**Clock routing**

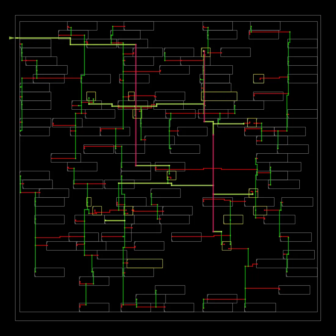
**M2 wires**

Drawn at 4 px/um. Cells faint in the background.
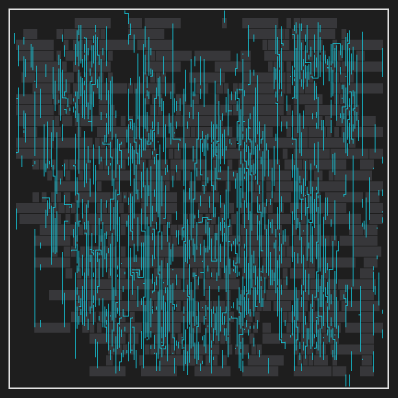
**Placement by cell class**

Drawn at 4 px/um. Fill, decap, tap and diode cells in grey.
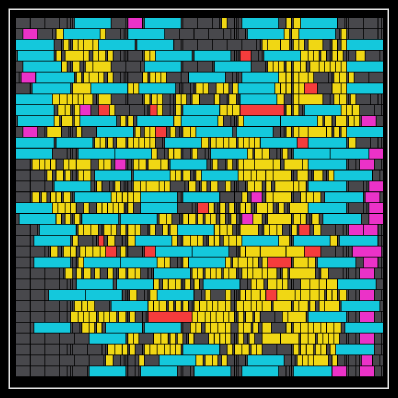
[src/rtl/spi_display_regfile.sv]
// spi_display_regfile: oversampled SPI-slave register file driving a multiplexed 7-segment display.
// Define SPI_READBACK_EN to add register readback on spi_miso_o.
module spi_display_regfile #(
    parameter int NUM_DIGITS = 8,
    parameter int SCAN_DIV   = 5000
) (
    input  logic                  block_clk_i,
    input  logic                  rst_low_i,
    input  logic                  spi_sclk_i,
    input  logic                  spi_ss_i,
    input  logic                  spi_mosi_i,
    output logic                  spi_miso_o,
    output logic [7:0]            segment_o,
    output logic [NUM_DIGITS-1:0] digit_o,
    output logic                  frame_err_o
);
    localparam int NR = NUM_DIGITS + 2;
    localparam int IW = NUM_DIGITS > 1 ? $clog2(NUM_DIGITS) : 1;
    localparam int CW = $clog2(SCAN_DIV);
    localparam logic [3:0] LAST_ADDR = 4'(NUM_DIGITS + 1);
    localparam logic [6:0] HEX7 [16] = '{7'h3F, 7'h06, 7'h5B, 7'h4F, 7'h66, 7'h6D, 7'h7D, 7'h07,
                                         7'h7F, 7'h6F, 7'h77, 7'h7C, 7'h39, 7'h5E, 7'h79, 7'h71};

    logic [2:0]  sclk_q, ss_q;
    logic [1:0]  mosi_q;
    logic [15:0] shift_q, shift_d;
    logic [4:0]  bits_q, bits_d;
    logic        ovf_q, ovf_d, done_q, done_d, err_q, err_d;
    logic [7:0]  regs_q [NR];
    logic        rise, ss_rise;
    logic [3:0]  cmd, addr;

    // [1] is the synchronised level, [2] the previous one for edge detection
    always_ff @(posedge block_clk_i or negedge rst_low_i) begin
        if (!rst_low_i) begin
            sclk_q <= '1;
            ss_q   <= '1;
            mosi_q <= '0;
        end else begin
            sclk_q <= {sclk_q[1:0], spi_sclk_i};
            ss_q   <= {ss_q[1:0], spi_ss_i};
            mosi_q <= {mosi_q[0], spi_mosi_i};
        end
    end

    assign rise    = ~sclk_q[2] & sclk_q[1] & ~ss_q[1];
    assign ss_rise = ~ss_q[2] & ss_q[1];
    assign cmd     = shift_q[15:12];
    assign addr    = shift_q[11:8];

    always_comb begin
        shift_d = shift_q;
        bits_d  = bits_q;
        ovf_d   = ovf_q;
        done_d  = rise && bits_q == 5'd15;
        err_d   = (ss_rise && bits_q != 5'd0 && bits_q != 5'd16) || (rise && bits_q == 5'd16 && !ovf_q);
        if (ss_rise) begin
            bits_d = '0;
            ovf_d  = 1'b0;
        end else if (rise) begin
            if (bits_q == 5'd16) ovf_d = 1'b1;
            else begin
                shift_d = {shift_q[14:0], mosi_q[1]};
                bits_d  = bits_q + 5'd1;
            end
        end
    end

    always_ff @(posedge block_clk_i or negedge rst_low_i) begin
        if (!rst_low_i) begin
            shift_q <= '0;
            bits_q  <= '0;
            ovf_q   <= 1'b0;
            done_q  <= 1'b0;
            err_q   <= 1'b0;
        end else begin
            shift_q <= shift_d;
            bits_q  <= bits_d;
            ovf_q   <= ovf_d;
            done_q  <= done_d;
            err_q   <= err_d;
        end
    end

    assign frame_err_o = err_q;

    always_ff @(posedge block_clk_i or negedge rst_low_i) begin
        if (!rst_low_i) begin
            for (int i = 0; i < NR; i++) regs_q[i] <= '0;
        end else if (done_q) begin
            if (cmd == 4'h1 && addr <= LAST_ADDR) regs_q[addr] <= shift_q[7:0];
            else if (cmd == 4'h3) for (int i = 0; i < NR; i++) regs_q[i] <= '0;
        end
    end

`ifdef SPI_READBACK_EN
    logic [7:0] resp_q, tx_q;
    logic       pend_q, fall, ss_fall;
    assign fall    = sclk_q[2] & ~sclk_q[1] & ~ss_q[1];
    assign ss_fall = ss_q[2] & ~ss_q[1];
    // The leading falling edge of a mode-3 frame precedes the first sample, so shifting waits for bit 1
    always_ff @(posedge block_clk_i or negedge rst_low_i) begin
        if (!rst_low_i) begin
            resp_q <= '0;
            tx_q   <= '1;
            pend_q <= 1'b0;
        end else begin
            if (err_q) begin
                pend_q <= 1'b0;
                tx_q   <= '1;
            end else if (ss_fall) begin
                tx_q   <= pend_q ? resp_q : 8'hFF;
                pend_q <= 1'b0;
            end else if (ss_rise) tx_q <= '1;
            else if (fall && bits_q != 5'd0) tx_q <= {tx_q[6:0], 1'b1};
            if (done_q && cmd == 4'h2) begin
                resp_q <= addr <= LAST_ADDR ? regs_q[addr] : 8'h00;
                pend_q <= 1'b1;
            end
        end
    end
    assign spi_miso_o = tx_q[7];
`else
    assign spi_miso_o = 1'b1;
`endif

    logic [CW-1:0]         scnt_q;
    logic [IW-1:0]         idx_q;
    logic [7:0]            seg_q, seg_d;
    logic [NUM_DIGITS-1:0] dig_q, dig_d;
    logic [3:0]            didx;
    logic                  en, wrap;

    always_comb begin
        didx  = 4'(idx_q) + 4'd1;
        en    = regs_q[0][idx_q];
        wrap  = scnt_q == CW'(SCAN_DIV - 1);
        seg_d = en ? {~regs_q[LAST_ADDR][idx_q], ~HEX7[regs_q[didx][3:0]]} : 8'hFF;
        dig_d = en ? ~(NUM_DIGITS'(1) << idx_q) : '1;
    end

    always_ff @(posedge block_clk_i or negedge rst_low_i) begin
        if (!rst_low_i) begin
            scnt_q <= '0;
            idx_q  <= '0;
            seg_q  <= 8'hFF;
            dig_q  <= '1;
        end else begin
            scnt_q <= wrap ? '0 : scnt_q + 1'b1;
            if (wrap) idx_q <= idx_q == IW'(NUM_DIGITS - 1) ? '0 : idx_q + 1'b1;
            seg_q  <= seg_d;
            dig_q  <= dig_d;
        end
    end

    assign segment_o = seg_q;
    assign digit_o   = dig_q;
endmodule

[config.mk]
export PLATFORM = sky130hd
export DESIGN_NAME = spi_display_regfile
export DESIGN_NICKNAME = d
export VERILOG_FILES = /design/src/rtl/spi_display_regfile.sv
export SDC_FILE = /design/constraint.sdc
export NUM_CORES = 1
export LEC_CHECK = 0
export ABC_AREA = 1
export CORE_UTILIZATION = 63
export CTS_BUF_LIST = sky130_fd_sc_hd__clkbuf_4
export CTS_CLUSTER_SIZE = 25
export DETAILED_ROUTE_END_ITERATION = 8
export PLACE_DENSITY = 0.82
export SLEW_MARGIN = 15
export SYNTH_ARGS = -nofsm -noshare
export SYNTH_HDL_FRONTEND = slang
export SYNTH_SLANG_ARGS = --single-unit
[constraint.sdc]
create_clock -name block_clk_i -period 3.2 [get_ports block_clk_i]
set_input_delay 0.64 -clock block_clk_i [delete_from_list [all_inputs] [get_ports block_clk_i]]
set_output_delay 0.64 -clock block_clk_i [all_outputs]
set_load 0.02 [all_outputs]
==> results_dict.tcl <==
# metrics dict for downstream scripts
set metrics [dict create \
    status "finished, final reports clean" \
    core_util_floorplan 0.6514 \
    synth_cell_types 38 \
    syn_inst 641 \
    top_layer_used "met4" \
    route.detailed.drc 0 \
    postCtsSetupRepairBufs 0 \
    criticalPathCategory "reg -> reg" \
    cts_buffers 9 \
    drtIter0Drc 275 \
    dpl_cell_area_um2 5672 \
    pre_cts_ws_ns 0.5796 \
    rsz0062_at_grt "false" \
    tns_ns 0 \
    p_int_mw 1.815 \
    finalMaxSlewViolations 0 \
    clkPwrFrac 0.334 \
    max_stage_delay_ns 0.55 \
    rr_worst_depth 14 \
    vias_per_cell 5.452 \
    cp.depth 14 \
    setup_viol 0 \
    wl_met3_um 502 \
    netlist.area_leader.share 0.4187 \
    ys_area_um2 5379 \
    wl_per_cell_um 13.68 \
    ctsResizeCount 0 \
    fin_hold_ws_ns 0.2059 \
    yosys.area_share.simple 0.2508 \
    port_buffers 21 \
    cp_top_family "simple AND/OR/NAND/NOR gates" \
    fin_util 0.7077 \
    endpoint "segment_o[0]" \
    root_buffer "clkbuf_4" \
    place.gp.congestion 0.8725 \
    finalCritPeriodShare 0.8244 \
    dp_cells 759 \
    p_switching_mw 0.5826 \
    final_common_cell "nand2_1" \
    finalInstanceArea_um2 5844 \
    p_leak_nw 2.779 \
    ir_worst_vdd_uv 288.7 \
    path_clk_slew_ns 0.16 \
    reg2reg_to "segment_o[0]" \
    io_pins 23 \
    antenna_left 0 \
    min_period_ns 2.638 \
    clkSinkCount 112 \
]
About 'clock routing':
Worst Skew: 0.01623 ns
clock buffers: 9

About 'M2 wires':
longest straight run: 32.6 um
wire length on this layer: 5130 um
main direction: vertical
nets with wire on the layer: 549
share of all routed wire: 48%
DRT Wirelength: 10.60 mm
met2 global-route usage: 0.4251

About 'placement by cell class':
[magenta] other buffers and delay cells | cells: 26
[cyan] flip-flops | cells: 112
[red] clock drivers and dummy loads | cells: 16
[yellow] all other logic | cells: 516

[kinds of logic (layout without fill, tap and decap cells)]
logic type      Yosys count  after routing
buf+inv                  98            127
simple gates            310            310
compound gates          102            102
xor+xnor                  2              2
fa+ha+maj                16             16
other cells               1              1
flops                   112            112
[power groups by stage]
| stage | Combinational (mW) | Sequential [mW] | Clock (mW) |
|---|---|---|---|
| after floorplan | 0.0619 | 1.50 | 0 |
| after global placement | 0.111 | 1.51 | 0 |
| final | 0.114 | 1.48 | 0.800 |
| after CTS | 0.117 | 1.48 | 0.821 |
| after detailed placement | 0.116 | 1.51 | 0 |
| after global routing | 0.133 | 1.49 | 0.876 |
[cell usage after synthesis (all sizes together)]
cell and number:
a21oi 6, buf 11, clkbuf 2, clkinv 1
conb 1, dfrtp 90, dfstp 22, ha 16
inv 84, nand2 206, nand3 42, nand3b 2
nand4 7, nor2 41, nor3 8, nor3b 1
o211a 2, o211ai 4, o21ai 84, o22ai 6
or2 3, xor2 2
[routing by layer]
layer  vias to the layer above  GRT usage
li1                       2078          -
met1                      2008     0.3593
met2                       126     0.4251
met3                        13    0.06039
met4                         0    0.07308
met5                         -          0
[sequential cells by signal, summed over array words and instances, names as in the netlist]
register     flops
regs_q          48
shift_q         16
scnt_q          13
digit_o          8
segment_o        8
bits_q           5
idx_q            3
sclk_q           3
ss_q             3
mosi_q           2
done_q           1
frame_err_o      1
ovf_q            1
[area by class of cell]
cell class	count	area, um2	share of cell area
Sequential cell	112	2830	0.4843
Tap cell	105	131.4	0.02248
Clock buffer	9	67.56	0.01156
Multi-Input combinational cell	431	2133	0.3650
Timing Repair Buffer	26	257.7	0.04410
Inverter	85	319.1	0.05459
Clock inverter	7	105.1	0.01798
